Fig. 1: run 1, metal 4
Supply wires on this layer in grey.
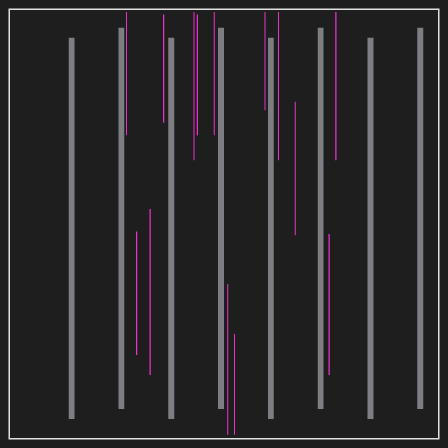
Fig. 2: run 1, sizing map
The bar under the picture is 20 um long.
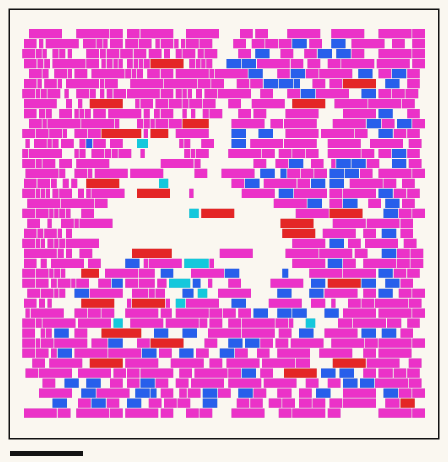
Fig. 3: run 1, clock network drawn from the DEF
The bar under the picture is 20 um long.
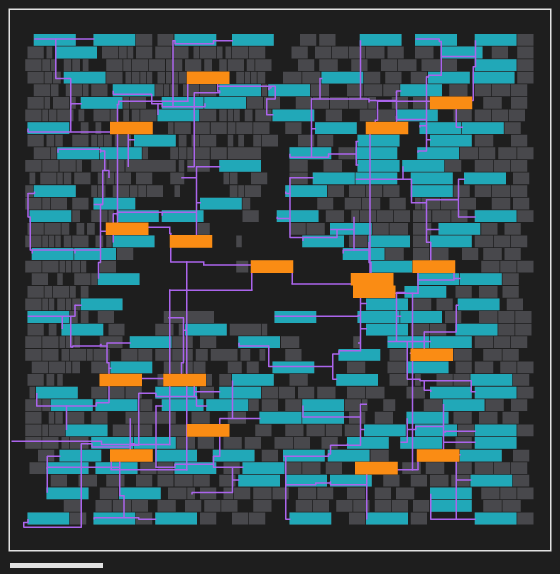
Fig. 4: run 1, sequential cells coloured by netlist name
Other sequential cells in the stronger grey, the rest of the logic in the fainter grey.
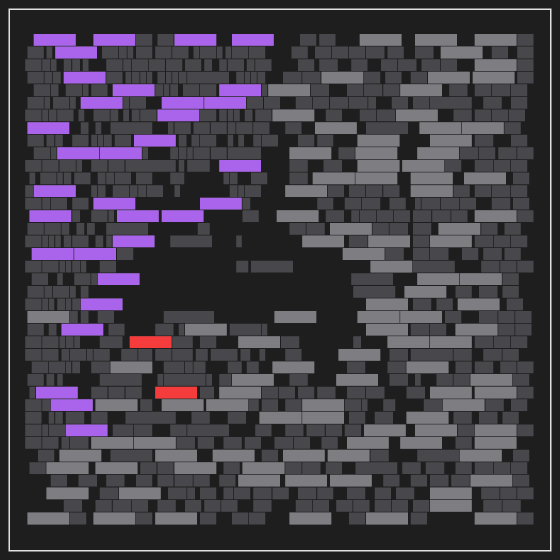
Design mem_arbiter, sky130hd; sources not shown.
==> flow_summary.yaml, run 1 <==
# implementation run metrics
run_status:
  status: "finished clean"
detailed_routing:
  routedWlPerCell_um: 18.8
  ant_nets: 0
  drc: 0
  first_pass_iters: 4
  drtIter0Drc: 213
  vias_per_cell: 5.09
cts:
  numCtsBuffers: 17
  post_cts_buffers: 0
  clock-root-buffer: "clkbuf_16"
  cts_tree: "built"
  cts_sinks: 136
  path_clk_slew_ns: 0.05
  cts_htree_levels: 4
  post_cts_resized: 0
  cts_buffer_depth: 2
  cts_hold_buf: 0
logic_synthesis:
  postSynthSeqShare: 0.632
  ys_types: 24
  top_area_frac: 0.632
  yosys_cells: 407
  ys_area_mm2: 0.00538
  synth_area_per_cell_um2: 13.2
  synthCells: 407
  largest_area_cell: "dfrtp_1"
  synth_flop_count: 136
  ys_warn_count: 0
  topCellsByArea: "dfrtp_1, mux2_2, a21oi_1"
  fp_nets: 544
  synth_area_mm2: 0.00538
worst_setup_path:
  crit_type: "input pin to output port"
  path_depth: 3
  start_kind: "input pin"
  crit_buf_inv: 2
  r2r_cells: 6
  endpoint_kind: "output port"
  max_stage_delay_ns: 0.64
  arrival_ns: 2.00
  critical-path-top-delay-family: "buffers and inverters"
  crit_chain: "clkdlybuf4s50_1 -> nor2b_1 -> clkdlybuf4s50_1"
  required_ns: 2.56
  crit_fanout: 5
  cp_common_cell: "clkdlybuf4s50_1"
  rrSetupSlack_ns: 1.12
  slowest_stage: "clkdlybuf4s50_1"
power_and_ir_drop:
  p_leak_uw: 0.00373
  powerDensity_mw_per_mm2: 1030
  peakVddDrop_mv: 0.588
final_layout:
  area_delta_synth_final_pct: 62.6
  nets: 814
  drive_gt1_frac: 0.192
  lay_top_cells: "clkdlybuf4s50_1, dfrtp_1, mux2_2"
  final_common_cell: "clkdlybuf4s50_1"
  n_antenna_cell: 0
place:
  post-dp-hpwl_um: 11200
  place_congestion: 0.765
  io_buffer_count: 266
sta:
  tns_ns: 0
  rsz0062_at_grt: "no"
  finalSetupViolCount: 0
  fin_crit_ns: 2.64
  finalClockSkew_ns: 0.00788
  final-hold-violation-count: 0
  slew_headroom: 0.498
  worst_pin_slew_ns: 0.750
  fin_crit_sh: 0.824
  slew_violations: 0
  fmax_mhz: 379
grt:
  grt_pass1_vias: 4546
  grt_max_degree: 63
  grtUsageTotal: 0.232
  antenna_found_initial: 0
  grt-ovfl-total: 0
  grt_pass1_wl_um: 23900
floorplanning:
  die_h_um: 117
  die-area_mm2: 0.0136
  core-area_mm2: 0.0117
  top_level_ports: 267
  row_count: 39
  core_util_floorplan: 0.462
  die_w_um: 117
min_path:
  hold_class: "input pin to async pin"
run:
  cap_violations: 0
  warning_count: 29
## Picture notes: Fig. 1
main direction: vertical
longest straight run: 44.9 um
share of all routed wire: 3.2%
routed wire length: 15600 um
Vias: 4235

## Picture notes: Fig. 2
[blue] drive 2 | cells: 99 | share: 14% | most used: mux2_2
[magenta] drive 1 or less | cells: 557 | share: 81% | most used: clkdlybuf4s50_1
[cyan] drive 3 to 4 | cells: 9 | share: 1.3% | most used: buf_4
[red] drive 6 and up | cells: 24 | share: 3.5% | most used: clkbuf_16
nonclk buf count: 273
setup ws final: 0.564 ns

## Picture notes: Fig. 3
[orange] cells driving clock nets | count: 17
[purple] clock wires | length: 1680 um
[cyan] flip-flops | count: 136
routed clock nets: 18
P_clk: 1960 uW
Late-Pin Clk Latency: 0.41 ns

## Picture notes: Fig. 4
[red] state | placed flops: 2
[purple] MemAddr | placed flops: 32
fin util: 0.751
FF/Latch Area: 0.00340 mm^2
sequential cell area share: 0.389
Power Sequential: 3090 uW

[run 1: final cells by class]
| cell class | count | area (um^2) |
|---|---|---|
| multi-input combinational | 245 | 1840 |
| inverter | 4 | 15.0 |
| sequential | 136 | 3400 |
| timing repair buffer | 273 | 2730 |
| clock inverter | 9 | 124 |
| clock buffer | 22 | 464 |
| tap | 143 | 179 |
| fill | 774 | 2910 |
[run 1: cell usage after synthesis]
master	count
nor3_2	1
dfrtp_1	136
buf_2	9
a21o_1	1
nor2b_1	2
buf_6	4
nand2_2	1
buf_4	3
a32o_1	1
nand2_1	34
o21ai_1	1
a21oi_1	65
nor3b_1	1
ha_1	4
nor2_1	32
clkbuf_1	6
mux2_1	7
inv_1	4
o32a_1	1
nor2b_2	1
mux2_2	90
a21boi_4	1
a21bo_2	1
and3b_1	1
[run 1: power breakdown]
group	switching, uW	leakage, uW	internal (uW)	total (uW)
registers	493	0.00161	2600	3090
logic	1620	0.00183	2370	3990
clock network	701	0.000293	1260	1960
[run 1: logic make-up (layout without fill, tap and decap cells)]
family,after synthesis,in the layout,share of synthesized area
DFF,136,136,0.632
muxes,97,97,0.203
and+or+nand+nor,73,73,0.0560
AOI/OAI and AO/OA,71,71,0.0718
buffers and inverters,26,308,0.0279
adders and majority gates,4,4,0.00930
[run 1: routing by layer]
layer,GRT usage,part of all wire,vias to the layer above
met3,0.0798,0.086,31
li1,-,-,1947
met5,0,0,-
met1,0.258,0.36,2061
met4,0.0994,0.032,0
met2,0.404,0.52,196
[run 1: through the flow]
| step | setup slack, ns | total power (uW) | hold slack (ns) | area [um^2] | cells |
|---|---|---|---|---|---|
| floorplan | 1.47 | 4800 | 0.344 | 5380 | 407 |
| global placement | 0.566 | 6940 | 0.468 | 8170 | 801 |
| detailed placement | 0.560 | 7120 | 0.474 | 8170 | 801 |
| CTS | 0.553 | 9130 | 0.223 | 8750 | 832 |
| global route | 0.504 | 9550 | 0.239 | 8750 | 832 |
| finish | 0.564 | 9040 | 0.210 | 8750 | 832 |
Fig. 5: run 1, the clock network
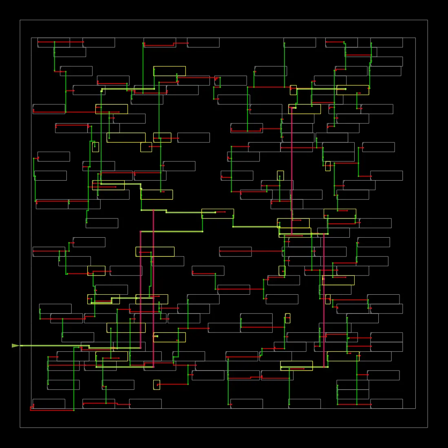

==> inputs of run 2 (changes only) <==
CORE_UTILIZATION = 36   (was 44)
PLACE_DENSITY = 0.76   (was 0.87)
clock period = 2.33 ns   (was 3.2 ns; I/O delays follow)
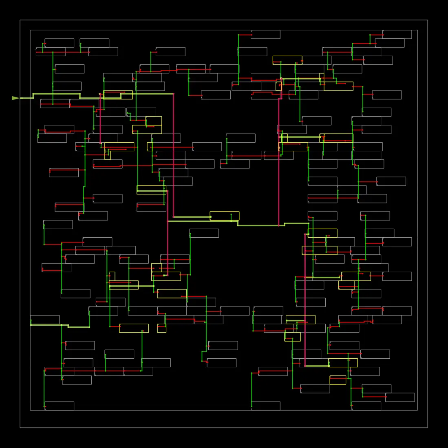
Fig. 6. The clock network (run 2).
P_clk: 2500 uW
Layout Skew: 0.00703 ns
Num CTS Buffers: 17
CTS sink cnt: 136
CLK BUF: 23

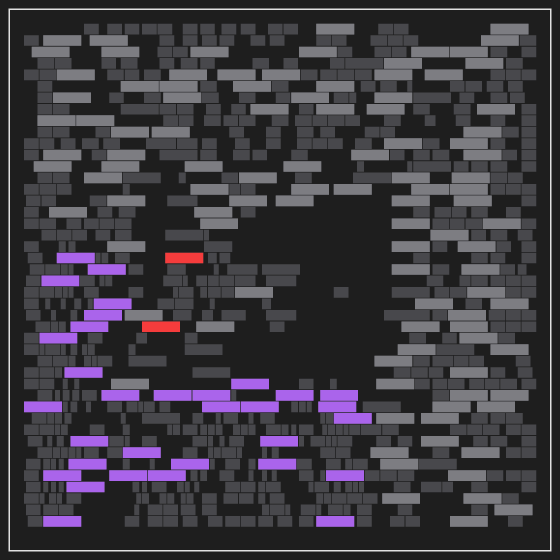
Fig. 7. Sequential cells coloured by netlist name (run 2).
Other sequential cells in the stronger grey, the rest of the logic in the fainter grey.
[purple] MemAddr | placed flops: 32
[red] state | placed flops: 2
not coloured: 102
sequential cell area share: 0.382
fin util: 0.610

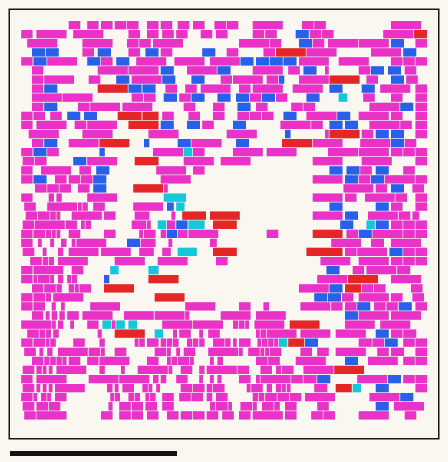
Fig. 8. Sizing map (run 2).
The bar under the picture is 50 um long.
[red] drive 6 and up | cells: 28 | share: 4.0% | most used: clkbuf_16
[blue] drive 2 | cells: 98 | share: 14% | most used: mux2_2
[magenta] drive 1 or less | cells: 556 | share: 80% | most used: clkdlybuf4s50_1
[cyan] drive 3 to 4 | cells: 16 | share: 2.3% | most used: buf_4
Post-Layout Inst Area: 0.00890 mm^2
nonclk buf count: 282
P&R area growth vs syn: 65.3%
setup ws final: 0.152 ns

==> run 2 against run 1 <==
Compared with the run above: synthesized cell count unchanged; worst setup slack got worse by 0.41 ns; clock-buffer cell count increased by 1; final area rose by 1.7%; first-iteration DRC count is 31% lower; synthesized area unchanged; die size increased by 21%; routed wire length down 3.0%; critical path type unchanged; largest cell class unchanged; largest power group unchanged.
==> flow_summary.yaml, run 2 <==
# implementation run metrics
worst_setup_path:
  required_ns: 1.86
  rrSetupSlack_ns: 0.51
  endpoint_kind: "output port"
  arrival_ns: 1.71
  crit_type: "input pin to output port"
  r2r_cells: 6
  start_kind: "input pin"
  crit_fanout: 2
grt:
  antenna_found_initial: 0
  grtUsageTotal: 0.186
  grt_pass1_wl_um: 23700
  grt_max_degree: 56
  grt-ovfl-total: 0
  grt_pass1_vias: 4509
final_layout:
  n_fill_cell: 1132
  logic_area_mm2: 0.00185
  n_antenna_cell: 0
  final_common_cell: "clkdlybuf4s50_1"
  regArea_mm2: 0.00340
  lay_top_cells: "clkdlybuf4s50_1, dfrtp_1, mux2_2"
  nets: 823
  drive_gt1_frac: 0.203
floorplanning:
  die_h_um: 128
  die_w_um: 128
  core-area_mm2: 0.0146
  row_count: 44
  die-area_mm2: 0.0165
  top_level_ports: 267
  core_util_floorplan: 0.369
logic_synthesis:
  fp_nets: 544
  largest_area_cell: "dfrtp_1"
  synthCells: 407
  synth_flop_count: 136
  async_flop_share: 1.00
  yosys_cells: 407
  topCellsByArea: "dfrtp_1, mux2_2, a21oi_1"
  synth_area_mm2: 0.00538
  ys_area_mm2: 0.00538
  top_cell: "dfrtp_1"
  ys_warn_count: 0
  top_area_frac: 0.632
  flop_cell: "dfrtp_1"
  postSynthSeqShare: 0.632
  edf_count: 0
  synth_area_per_cell_um2: 13.2
  ys_types: 24
  common_cells: "dfrtp_1, mux2_2, a21oi_1"
sta:
  worst_pin_slew_ns: 0.547
  worst_hold_slack_ns: 0.00885
  fmax_mhz: 459
  rsz0062_at_grt: "no"
  fin_crit_sh: 0.935
  final-hold-violation-count: 0
  slew_headroom: 0.635
  finalSetupViolCount: 0
  tns_ns: 0
  fin_crit_ns: 2.18
  slew_violations: 0
cts:
  path_clk_slew_ns: 0.05
  cts_buffer_depth: 2
  cts_htree_levels: 4
  cts_hold_buf: 0
  clock-root-buffer: "clkbuf_16"
  post_cts_buffers: 0
  post_cts_resized: 0
  cts_tree: "built"
  clk_latency_ns: 0.41
run_status:
  status: "finished clean"
detailed_routing:
  first_pass_iters: 4
  ant_nets: 0
  vias_per_cell: 4.83
  drt-total-wl_um: 15100
  drtIter0Drc: 148
  drc: 0
  vias: 4258
  routedWlPerCell_um: 17.2
min_path:
  hold_class: "input pin to async pin"
place:
  post-dp-hpwl_um: 11300
  place_area_mm2: 0.00834
  place_congestion: 0.795
  place_ws_ns: 0.115
  io_buffer_count: 266
power_and_ir_drop:
  powerDensity_mw_per_mm2: 1380
  peakVddDrop_mv: 0.653
  p_leak_uw: 0.00378
run:
  cap_violations: 0
  warning_count: 29
## run 2: power breakdown
group          leakage [uW]  total (uW)  internal (uW)  switching, uW
clock network      0.000279        2500           1570            933
registers           0.00161        4230           3570            655
logic               0.00189        5530           3340           2190
## run 2: cells by family (layout without fill, tap and decap cells)
| group | after synthesis | count (layout) | share of synthesized area |
|---|---|---|---|
| AND-OR/OR-AND | 71 | 71 | 0.0718 |
| buffers and inverters | 26 | 317 | 0.0279 |
| multiplexers | 97 | 97 | 0.203 |
| flip-flops | 136 | 136 | 0.632 |
| AND/OR/NAND/NOR | 73 | 73 | 0.0560 |
| adder cells (fa/ha/maj) | 4 | 4 | 0.00930 |
## run 2: final cells by class
cell class	count	area share
clock inverters	8	0.00801
multi-input cells	245	0.207
clock buffers	23	0.0548
flip-flops and latches	136	0.382
well taps	184	0.0259
inverters	4	0.00169
repair buffers	282	0.320
## run 2: routing by layer
metal	routed length (um)	share of wire	up-vias	track usage
li1	-	-	1964	-
met3	1450	0.096	25	0.0679
met5	0	0	-	0
met4	308	0.020	0	0.0718
met2	7750	0.51	201	0.319
met1	5640	0.37	2068	0.210
## run 2: stage by stage
| stage | utilization | std cells | total power (uW) |
|---|---|---|---|
| detailed placement | 0.572 | 851 | 9860 |
| global route | 0.610 | 882 | 13000 |
| global placement | 0.572 | 851 | 9640 |
| CTS | 0.610 | 882 | 12400 |
| finish | 0.610 | 882 | 12300 |
| floorplan | - | 407 | 6600 |
## run 2: worst max-delay path, cell delays in order
cell and delay, ns:
clkdlybuf4s50_1 0.53, nor2b_1 0.14, clkdlybuf4s50_1 0.57
Power is estimated from default activity; no workload was simulated.
